Cell area per tile:
(4 px per um) 10 x 10 tiles, from dark blue (low) to red (high), 0 to 100% covered.
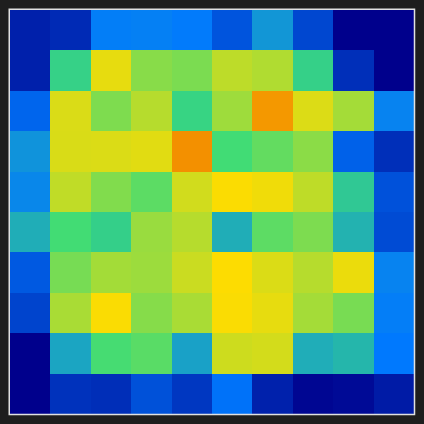
Cell outlines without signal wires:
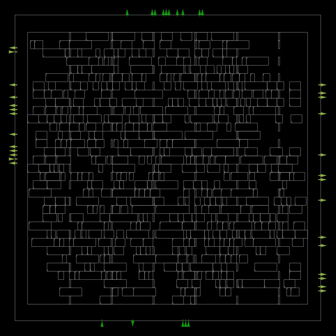
M1 wires:
(4 px per um) Supply wires on this layer in gray.
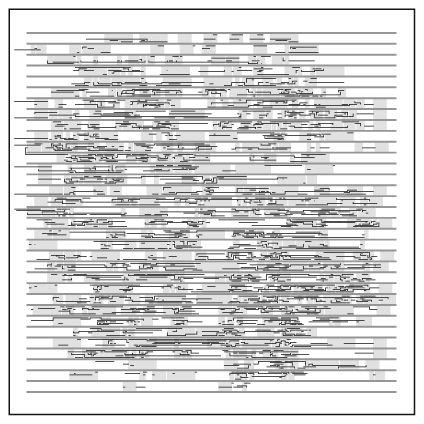
Wires at chosen ports, followed through buffers:
(3 px per um)
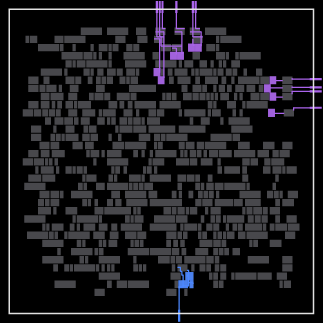
[src/rtl/paddle_engine_pkg.sv]
// Shared types and constants for the paddle engine.
//   state_t    : render FSM encoding (idle, erase old footprint, draw, done pulse)
//   ACCEL_HOLD : consecutive same-direction ticks before the step doubles
package paddle_engine_pkg;

    typedef enum logic [1:0] {
        S_IDLE  = 2'd0,
        S_ERASE = 2'd1,
        S_DRAW  = 2'd2,
        S_DONE  = 2'd3
    } state_t;

    localparam int ACCEL_HOLD = 8;

endpackage

[src/rtl/paddle_engine_rect_sweep.sv]
// Row-major pixel sweep over a PLAT_W x PLAT_H rectangle, shared by the erase
// and draw phases of the paddle renderer.
// Ports:
//   clk, resetn : clock, synchronous active-low reset
//   load        : restart at col 0 / row 0 (wins over inc)
//   inc         : advance one pixel; col is the inner index
//   col, row    : current offsets inside the rectangle
//   last        : current pixel is the final one of the rectangle
module paddle_engine_rect_sweep #(
    parameter int XW     = 10,
    parameter int PLAT_W = 16,
    parameter int PLAT_H = 2
) (
    input  logic          clk,
    input  logic          resetn,
    input  logic          load,
    input  logic          inc,
    output logic [XW-1:0] col,
    output logic [XW-1:0] row,
    output logic          last
);

    localparam logic [XW-1:0] COL_MAX = XW'(PLAT_W - 1);
    localparam logic [XW-1:0] ROW_MAX = XW'(PLAT_H - 1);

    assign last = (col == COL_MAX) && (row == ROW_MAX);

    always_ff @(posedge clk) begin
        if (!resetn || load) begin
            col <= '0;
            row <= '0;
        end else if (inc) begin
            if (col == COL_MAX) begin
                col <= '0;
                row <= (row == ROW_MAX) ? '0 : row + 1'b1;
            end else begin
                col <= col + 1'b1;
            end
        end
    end

endmodule

[src/rtl/paddle_engine.sv]
// Player paddle: position register with clamped movement, plus a renderer
// that writes a PLAT_W x PLAT_H rectangle into the framebuffer one pixel per
// cycle, erasing the previously drawn footprint first if the paddle moved.
// Optional build macro PADDLE_ACCEL_EN doubles the step after ACCEL_HOLD
// consecutive same-direction ticks.
// Ports:
//   clk, resetn          : clock, synchronous active-low reset
//   left, right, enable  : movement request, sampled on the enable tick
//   draw                 : render request, accepted only when idle
//   x, y, colour, writeEn: framebuffer pixel write
//   busy, done           : render in progress / one-cycle completion pulse
//   pos_x                : current paddle left edge
module paddle_engine
    import paddle_engine_pkg::*;
#(
    parameter int          XW        = 10,
    parameter int          SCREEN_W  = 160,
    parameter int          PLAT_W    = 16,
    parameter int          PLAT_H    = 2,
    parameter int          PLAT_Y    = 110,
    parameter int          X0        = 32,
    parameter int          SPEED     = 1,
    parameter logic [2:0]  COLOUR    = 3'b100,
    parameter logic [2:0]  BG_COLOUR = 3'b000
) (
    input  logic          clk,
    input  logic          resetn,
    input  logic          left,
    input  logic          right,
    input  logic          enable,
    input  logic          draw,
    output logic [XW-1:0] x,
    output logic [XW-1:0] y,
    output logic [2:0]    colour,
    output logic          writeEn,
    output logic          busy,
    output logic          done,
    output logic [XW-1:0] pos_x
);

    localparam logic [XW:0]   MAX_X  = (XW+1)'(SCREEN_W - PLAT_W);
    localparam logic [XW-1:0] STEP1  = XW'(SPEED);
    localparam logic [XW-1:0] Y_TOP  = XW'(PLAT_Y);

    // ---------------- movement ----------------
    logic          mv_left, mv_right;
    logic [XW-1:0] step;

    assign mv_left  = enable & left & ~right;
    assign mv_right = enable & right & ~left;

`ifdef PADDLE_ACCEL_EN
    localparam logic [XW-1:0] STEP2 = XW'(2 * SPEED);
    logic [3:0] hold_cnt;
    logic       last_right;

    // Doubling only applies while the run continues in the same direction;
    // the first tick after a reversal is always a single step.
    assign step = (hold_cnt >= 4'(ACCEL_HOLD) && last_right == right) ? STEP2 : STEP1;

    always_ff @(posedge clk) begin
        if (!resetn) begin
            hold_cnt   <= '0;
            last_right <= 1'b0;
        end else if (enable) begin
            if (mv_left || mv_right) begin
                // a reversal starts a fresh run that already includes this tick
                if (hold_cnt == '0 || last_right != right)
                    hold_cnt <= 4'd1;
                else if (hold_cnt != 4'(ACCEL_HOLD))
                    hold_cnt <= hold_cnt + 4'd1;
                last_right <= right;
            end else begin
                hold_cnt <= '0;
            end
        end
    end
`else
    assign step = STEP1;
`endif

    always_ff @(posedge clk) begin
        if (!resetn) begin
            pos_x <= XW'(X0);
        end else if (mv_left) begin
            pos_x <= (pos_x < step) ? '0 : pos_x - step;
        end else if (mv_right) begin
            // compare one bit wider so a step past the top cannot wrap
            if ((XW+1)'(pos_x) + (XW+1)'(step) > MAX_X)
                pos_x <= MAX_X[XW-1:0];
            else
                pos_x <= pos_x + step;
        end
    end

    // ---------------- render FSM ----------------
    state_t        state, state_next;
    logic [XW-1:0] snap_x, drawn_x, base_x;
    logic          drawn_valid;
    logic          sw_load, sw_inc, sw_last;
    logic [XW-1:0] col, row;

    paddle_engine_rect_sweep #(
        .XW     (XW),
        .PLAT_W (PLAT_W),
        .PLAT_H (PLAT_H)
    ) u_sweep (
        .clk    (clk),
        .resetn (resetn),
        .load   (sw_load),
        .inc    (sw_inc),
        .col    (col),
        .row    (row),
        .last   (sw_last)
    );

    always_comb begin
        state_next = state;
        sw_load    = 1'b0;
        sw_inc     = 1'b0;
        case (state)
            S_IDLE: begin
                if (draw) begin
                    sw_load    = 1'b1;
                    state_next = (drawn_valid && drawn_x != pos_x) ? S_ERASE : S_DRAW;
                end
            end
            S_ERASE: begin
                sw_inc = 1'b1;
                if (sw_last) begin
                    sw_load    = 1'b1;
                    state_next = S_DRAW;
                end
            end
            S_DRAW: begin
                sw_inc = 1'b1;
                if (sw_last) state_next = S_DONE;
            end
            S_DONE:  state_next = S_IDLE;
            default: state_next = S_IDLE;
        endcase
    end

    always_ff @(posedge clk) begin
        if (!resetn) begin
            state       <= S_IDLE;
            snap_x      <= '0;
            drawn_x     <= '0;
            drawn_valid <= 1'b0;
        end else begin
            state <= state_next;
            // later movement must not shift a render already in flight
            if (state == S_IDLE && draw) snap_x <= pos_x;
            if (state == S_DRAW && sw_last) begin
                drawn_x     <= snap_x;
                drawn_valid <= 1'b1;
            end
        end
    end

    assign base_x  = (state == S_ERASE) ? drawn_x : snap_x;
    assign writeEn = (state == S_ERASE) || (state == S_DRAW);
    assign x       = writeEn ? base_x + col : '0;
    assign y       = writeEn ? Y_TOP + row : '0;
    assign colour  = (state == S_DRAW) ? COLOUR : BG_COLOUR;
    assign busy    = (state != S_IDLE);
    assign done    = (state == S_DONE);

endmodule

[config.mk]
export PLATFORM = sky130hd
export DESIGN_NAME = paddle_engine
export DESIGN_NICKNAME = d
export VERILOG_FILES = /design/src/rtl/paddle_engine_pkg.sv /design/src/rtl/paddle_engine_rect_sweep.sv /design/src/rtl/paddle_engine.sv
export SDC_FILE = /design/constraint.sdc
export NUM_CORES = 1
export LEC_CHECK = 0
export CORE_MARGIN = 4
export CORE_UTILIZATION = 45
export CTS_BUF_LIST = sky130_fd_sc_hd__clkbuf_16
export DETAILED_ROUTE_END_ITERATION = 8
export GPL_TIMING_DRIVEN = 0
export PLACE_DENSITY = 0.66
export SETUP_SLACK_MARGIN = 0.05
export SLEW_MARGIN = 5
export SYNTH_ARGS = -nofsm -noshare
export SYNTH_HDL_FRONTEND = slang
export SYNTH_SLANG_ARGS = --single-unit
[constraint.sdc]
create_clock -name clk -period 10 [get_ports clk]
set_input_delay 2 -clock clk [delete_from_list [all_inputs] [get_ports clk]]
set_output_delay 2 -clock clk [all_outputs]
set_load 0.01 [all_outputs]
==> run notes <==
Quick summary of the implementation run below.

The run finished with clean final reports. The start point of the worst hold path is snap_x[6]$_SDFFE_PN0P_. The cell area power density came out at 158.2 nW/um^2. The number of max-slew violations in the final report is 0. In this run, the synthesized area fraction spent on adder and majority cells is recorded as 0.06954. The biggest area consumer among cell classes is multi-input combinational cells. The layout has 5 clock buffers.

The area added between synthesis and finish is 17.80%. The internal portion of the total power is around 0.47 mW. The wire length on met1 is approximately 4.7 mm.

The arrival time of data at the critical path endpoint is ~4.4 ns. The combinational gate area is roughly 2600 sq um. The group drawing the most power is combinational logic. The proportion of power drawn by flip-flops and latches came out at 0.327. Among cell families on the critical path, the largest total delay comes from buffers and inverters. The worst hold path terminates at drawn_x[6]$_SDFFE_PN0P_. Synthesis produced a netlist whose cell count is ~490. Measured on the final layout, buffering overhead outside the clock network stands at 0.1246.

The HPWL reported at the end of detailed placement came out at approximately 7.5 mm. Setup repair after global routing left no endpoint under its margin. STA lists the endpoint of the worst register-to-register path as u_sweep.row[8]$_SDFFE_PP0P_. The layout buffer count excluding clock buffers came out at approximately 65. STA classifies the critical path startpoint as a flop. After detailed placement, the design holds a cell count of approximately 640. The launch point of the worst register-to-register path is recorded as u_sweep.col[1]$_SDFFE_PP0N_.

The compound-cell area share of the yosys netlist came out at 0.1838. The post-synthesis sequential area ratio is 0.2730. The number of buffers on the longest clock path came out at 2. The mapped netlist covers about 3900 sq um. The parity-gate share of the synthesized area counting xor and xnor cells is 0.09466.

The capturing instance or port of the critical path is x[8]. The headroom to the max-slew limit came out at 0.5764. Counting I/O delays and the setup requirement, the final critical path takes between 6 and 7 ns. Dividing the final minimum period by the clock period gives 0.6398. The global-route wire length before repair came out at 16.70 mm.

The detail-routed net length per standard cell is 15.69 um. The clock transition at the registers of the reported paths came out at about 0.07 ns. The most critical setup path has its startpoint at state[1]$_SDFFE_PN0P_. Of all flip-flops after synthesis, the portion carrying an async set or reset was 0. The buffer-and-inverter tally for the worst setup path is 3. The multiplexer share of the synthesized area came out at 0.03381.

The total number of vias came out at approximately 3600. Total global-route track usage over all layers is 0.2000. The distinct cell type count after synthesis is around 70.

Looking at the cell usage after synthesis, the top flip-flop cell is dfxtp_1. The library cells used most frequently in the layout, excluding fill and tap cells, are nand2_1 (66), dfxtp_1 (53), a21oi_1 (46), nor2_1 (41), clkdlybuf4s50_1 (39).
Back to the opening pictures, 'cell area per tile':
mean over tiles: 44%
densest ninth of the die: middle
tiles over 75% full: 2.0%
fullest tile: 84%
nearly empty tiles: 6.0%
core occupancy in the finished layout: 0.5516
core utilization before placement: 0.4683
core footprint: 8299 sq um

Back to the opening pictures, 'cell outlines without signal wires':
flip-flop and latch count: 53
filler cell count in the final layout: 788
non-filler cells in the finished layout: 643
fraction of area in registers: 0.2318

Back to the opening pictures, 'M1 wires':
share of all routed wire: 46%
wire length on this layer: 4650 um
GR met1 Demand/Resource: 0.2708
wire length after detailed routing: 10.09 mm

Back to the opening pictures, 'wires at chosen ports, followed through buffers':
| port | color | direction | edge | end cells | buffers | wire |
|---|---|---|---|---|---|---|
| right | blue | input | bottom | 3 | 1 | 28.4 um |
| y | purple | output | 6 top, 4 right | 10 | 10 | 161 um |
number of top-level pins: 42
total of buffers placed on input and output ports: 39

cells in the mapped netlist (all sizes together) (7+ instances only):
cell type | number | area (sq um)
nand4 | 12 | 75.07
nand2b | 7 | 43.79
nor3 | 13 | 70.07
ha | 20 | 250.2
clkbuf | 13 | 72.58
buf | 13 | 107.6
and2 | 18 | 112.6
inv | 18 | 67.56
o21ai | 15 | 75.07
dfxtp | 53 | 1061
nand3 | 15 | 87.59
a21oi | 46 | 230.2
xnor2 | 27 | 236.5
nor4 | 9 | 62.56
mux2 | 9 | 101.4
nor2 | 41 | 153.9
nand2 | 67 | 254.0
xor2 | 15 | 131.4
through the flow:
step	worst slack, ns	instance area [sq um]
final	3.602	4578
after global routing	3.324	4578
after CTS	3.601	4578
after detailed placement	3.935	4412
after global placement	4.028	4412
after floorplan	4.864	3890
Power figures rest on the tool's default switching activity, not on a simulated workload.
